$ cat src/rtl/fifo_pkg.sv
// Shared async-FIFO pointer definitions and Gray helpers, used by both the
// read-side empty controller and the write-side full controller.
package fifo_pkg;

    localparam int FIFO_ADDR_WIDTH = 4;
    localparam int PTR_W           = FIFO_ADDR_WIDTH + 1;
    localparam int CONV_W          = 32;

    typedef logic [PTR_W-1:0] ptr_t;

    // Both conversions are width-agnostic: zero-extended inputs convert
    // correctly, so callers cast to CONV_W and size-cast the result back.
    function automatic logic [CONV_W-1:0] bin2grey(input logic [CONV_W-1:0] b);
        return b ^ (b >> 1);
    endfunction

    function automatic logic [CONV_W-1:0] grey2bin(input logic [CONV_W-1:0] g);
        logic [CONV_W-1:0] b;
        b[CONV_W-1] = g[CONV_W-1];
        for (int i = CONV_W-2; i >= 0; i--)
            b[i] = b[i+1] ^ g[i];
        return b;
    endfunction

endpackage

$ cat src/rtl/ptr_sync.sv
// Plain flop chain for carrying a Gray pointer across clock domains.
// No logic between stages; every stage clears on async active-low reset.
module ptr_sync #(
    parameter int WIDTH  = 5,
    parameter int STAGES = 2
) (
    input  logic             i_clk,
    input  logic             i_rst_n,
    input  logic [WIDTH-1:0] i_d,
    output logic [WIDTH-1:0] o_q
);

    logic [STAGES-1:0][WIDTH-1:0] r_sync;

    always_ff @(posedge i_clk or negedge i_rst_n) begin
        if (!i_rst_n)
            r_sync <= '0;
        else
            r_sync <= {r_sync[STAGES-2:0], i_d};
    end

    assign o_q = r_sync[STAGES-1];

endmodule

$ cat src/rtl/rd_empty_ctrl.sv
// Read-domain end of the async FIFO pointer crossing: synchronised write
// pointer, registered empty / level / almost-empty, sticky underflow, Rinc gate.
module rd_empty_ctrl
    import fifo_pkg::*;
#(
    parameter int ADDR_WIDTH  = FIFO_ADDR_WIDTH,
    parameter int SYNC_STAGES = 2,
    parameter int AE_THRESH   = 2
) (
    input  logic                R_CLK,
    input  logic                RST,
    input  logic [ADDR_WIDTH:0] wr_ptr_grey,
    input  logic [ADDR_WIDTH:0] rd_ptr_bin,
    input  logic                rd_req,
    output logic                Rinc,
    output logic                empty,
    output logic                almost_empty,
    output logic [ADDR_WIDTH:0] rd_level,
    output logic                underflow
);

    localparam int PW = ADDR_WIDTH + 1;
    localparam logic [PW-1:0] AE_T = PW'(AE_THRESH);

    logic [PW-1:0] w_wq_grey;
    logic [PW-1:0] w_wq_bin;
    logic [PW-1:0] w_rd_next_bin;
    logic [PW-1:0] w_rd_next_grey;
    logic [PW-1:0] w_level;

    logic          r_empty;
    logic          r_almost_empty;
    logic [PW-1:0] r_level;
    logic          r_underflow;

    ptr_sync #(
        .WIDTH  (PW),
        .STAGES (SYNC_STAGES)
    ) u_wptr_sync (
        .i_clk   (R_CLK),
        .i_rst_n (RST),
        .i_d     (wr_ptr_grey),
        .o_q     (w_wq_grey)
    );

    // Gated by the registered flag, so a read can never pass the write pointer.
    assign Rinc = rd_req & ~r_empty;

    assign w_rd_next_bin  = rd_ptr_bin + {{(PW-1){1'b0}}, Rinc};
    assign w_rd_next_grey = PW'(bin2grey(CONV_W'(w_rd_next_bin)));
    assign w_wq_bin       = PW'(grey2bin(CONV_W'(w_wq_grey)));
    assign w_level        = w_wq_bin - w_rd_next_bin;

    // Flags track the post-edge read pointer so the last read empties with no bubble.
    always_ff @(posedge R_CLK or negedge RST) begin
        if (!RST) begin
            r_empty        <= 1'b1;
            r_almost_empty <= 1'b1;
            r_level        <= '0;
            r_underflow    <= 1'b0;
        end else begin
            r_empty        <= (w_rd_next_grey == w_wq_grey);
            r_almost_empty <= (w_level <= AE_T);
            r_level        <= w_level;
            if (rd_req && r_empty)
                r_underflow <= 1'b1;
        end
    end

    assign empty        = r_empty;
    assign almost_empty = r_almost_empty;
    assign rd_level     = r_level;
    assign underflow    = r_underflow;

endmodule

$ cat config.mk
export PLATFORM = sky130hd
export DESIGN_NAME = rd_empty_ctrl
export DESIGN_NICKNAME = d
export VERILOG_FILES = /design/src/rtl/fifo_pkg.sv /design/src/rtl/ptr_sync.sv /design/src/rtl/rd_empty_ctrl.sv
export SDC_FILE = /design/constraint.sdc
export NUM_CORES = 1
export LEC_CHECK = 0
export CAP_MARGIN = 20
export CORE_AREA = 8 8 57 59
export DETAILED_ROUTE_END_ITERATION = 8
export DIE_AREA = 0 0 65 67
export GPL_TIMING_DRIVEN = 0
export PLACE_DENSITY = 0.66
export SLEW_MARGIN = 20
export SYNTH_ARGS = -nofsm -noshare
export SYNTH_HDL_FRONTEND = slang
export SYNTH_HIERARCHICAL = 1
export SYNTH_SLANG_ARGS = --single-unit
$ cat constraint.sdc
create_clock -name R_CLK -period 3 [get_ports R_CLK]
set_input_delay 0.75 -clock R_CLK [delete_from_list [all_inputs] [get_ports R_CLK]]
set_output_delay 0.75 -clock R_CLK [all_outputs]
set_load 0.02 [all_outputs]
met1.png
The bar under the picture is 20 microns long. Cells faint in the background.
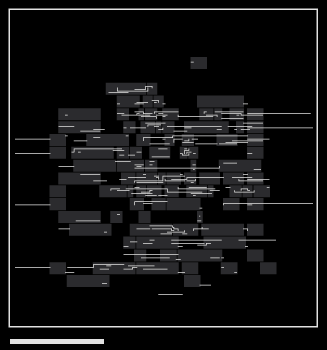
nets with wire on the layer	98
longest straight run	18.9 microns
via count: 575
M1 GR Usage: 0.07375
final WL: 1388 microns

met2.png
Cells faint in the background.
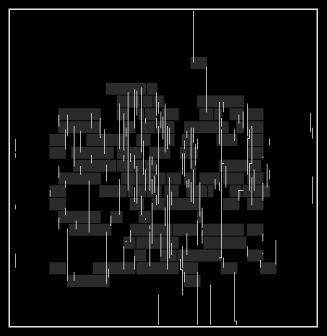
wire length on this layer	626 microns
share of all routed wire	45%

met3.png
The bar under the picture is 20 microns long. Cells faint in the background.
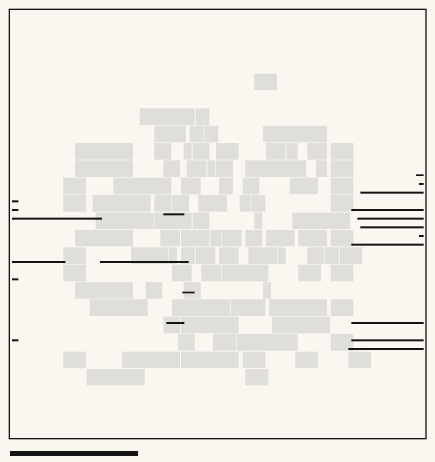
longest straight run	13.8 microns
main direction	horizontal

zoom.png
Region (1, 2) to (31, 32) microns. Cells in gray, sequential cells in the stronger gray; small squares are vias.
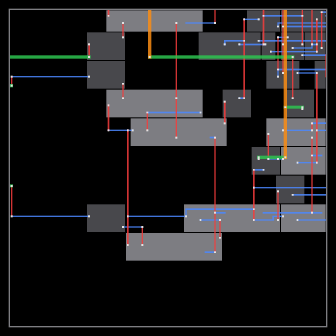
layer	color
met3	green
met4	orange
met1	blue
met2	red
sequential cells in the window	6
cells with their middle in the window	20
netlist names of flops here include	`u_wptr_sync/r_sync` (3), `u_wptr_sync/o_q` (2)
most frequent	dfrtp_1 (6), clkdlybuf4s50_1 (3)

final_placement.png
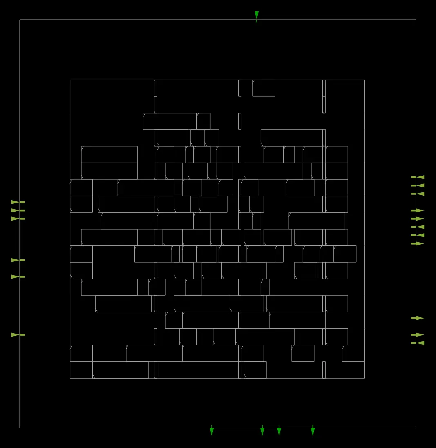
final std cells w/o fill: 124
Well Taps: 30
core area: 2365 sq um

==> Slide: Implementation Results <==
Flow Results at a Glance

GRT
  • GRT Overall Usage: 0.07120

Job
  • Tool warning count: 26
  • Max-cap violations: 0

Cells and area
  • Antenna cell count: 0
  • Nets: 115
  • Area grow syn2layout: 32.18%
  • Inverters: 4
  • Clock tree cell share of total cell area: 0.03030
  • Seq_cells: 18
  • Flop share of the area: 0.3783
  • Fraction of layout cells with a size suffix above 1: 0.1809
  • Largest class: sequential cells
  • Multi-In Gates: 42
  • Final instance area: 1197 sq um
  • Logic area: 407.9 sq um

Clocking
  • Clock latency on the worst-skew pair: 0.29 ns
  • Clk sinks: 18
  • CTS Buf Count: 3
  • Max Root-Sink Buffers: 2
  • Worst-path clk slew: 0.09 ns

Detailed routing
  • Post-route DRC: 0
  • WL/cell: 11.19 microns
  • Antenna Nets Post-Route: 0
  • First drt pass iteration count: 2

Synth
  • Post-synth ARST share: 1.000
  • Count leader, synth: dfrtp_1
  • Post-synthesis sequential area ratio: 0.5000
  • Net Count, Synth: 89
  • Yosys stat area: 905.9 sq um
  • Main flop type: dfrtp_1
  • Most frequent cells after synthesis: dfrtp_1 (16), ha_1 (6), xor2_1 (6)
  • Average instance area after synthesis: 13.13 sq um
  • Dominant cell area share: 0.4420
  • Top cells by area: dfrtp_1 (44%), ha_1 (8.3%), dfstp_2 (5.8%), xor2_1 (5.8%), xnor2_1 (4.8%)
  • Flip-flops with a built-in enable: 0

Final timing
  • Slew headroom: 0.4992
  • Final Max Tran Viols: 0
  • Hold WS: 0.3571 ns
  • Setup TNS Final: 0 ns
  • Min Tclk post-route: 2.806 ns
  • Fin crit share: 0.9352
  • Worst slew pin tran: 0.7488 ns

Critical path
  • Crit path required time: 3.19 ns
  • Critical setup path kind: input pin to flop

Placement
  • I/O Buffers: 21
  • DP Cell Count: 120
  • Routability Congestion: 0.7189

Status
  • Outcome: finished clean

Floorplan
  • Die Size: 4355 sq um
  • IO Pins: 22
  • Core Rows: 18
  • Initial core utilization: 0.3831

Worst hold path
  • Hold crit path type: flop to flop

Power and ir drop
  • Peak VDD IR: 0.3440 mV
-- sequential cells by signal (all words and copies together), names as in the netlist --
signal,count
rd_level,5
u_wptr_sync/o_q,5
u_wptr_sync/r_sync,5
almost_empty,1
empty,1
underflow,1
-- cell usage in the layout (no fill, tap or decap), types with 2 or more instances in the layout --
cell type         n
nand3_1           3
xor2_1            6
xnor2_2           2
ha_1              6
clkbuf_4          3
dfrtp_1          16
a21o_1            3
buf_4             5
xnor2_1           4
or3_1             2
dfstp_2           2
clkdlybuf4s50_1  21
nor2b_1           3
inv_1             4
-- cells by family after synthesis --
group	Yosys count	synth area share
AOI/OAI and AO/OA	8	0.07044
xor gates and xnor gates	14	0.1809
adders and majority gates	7	0.1050
buffers and inverters	9	0.05801
DFF	18	0.5000
muxes	1	0.01105
and+or+nand+nor	12	0.07458
-- worst max-delay path, stage by stage --
cell	delay, ns
clkdlybuf4s50_1	0.46
nor2b_1	0.18
ha_1	0.20
ha_1	0.26
inv_1	0.10
ha_1	0.23
a21o_1	0.17
a21oi_1	0.17
xnor2_1	0.12
a2111oi_2	0.34
-- power by group --
group          switching, uW  internal [uW]  total [uW]
sequential              13.1            293         306
combinational            152            154         306
clock                   69.7           73.9         144
total                    234            521         756
-- worst paths after layout --
check	start	cells after the start	slack, ns	endpoint
max reg2reg	u_wptr_sync/o_q[4]	10	0.34	almost_empty
max	rd_req	10	0.19	almost_empty
max in group asynchronous	RST	1	1.63	u_wptr_sync/r_sync[1]
min	u_wptr_sync/r_sync[0]	0	0.36	u_wptr_sync/o_q[0]
min in group asynchronous	RST	1	0.90	underflow
min reg2reg	u_wptr_sync/r_sync[0]	0	0.36	u_wptr_sync/o_q[0]
-- per-layer routing --
metal	track usage	wire length [microns]
met4	0.03270	23
met3	0.04027	131
met2	0.1155	625
met5	0	0
met1	0.07375	607
Power and IR drop assume default switching activity.
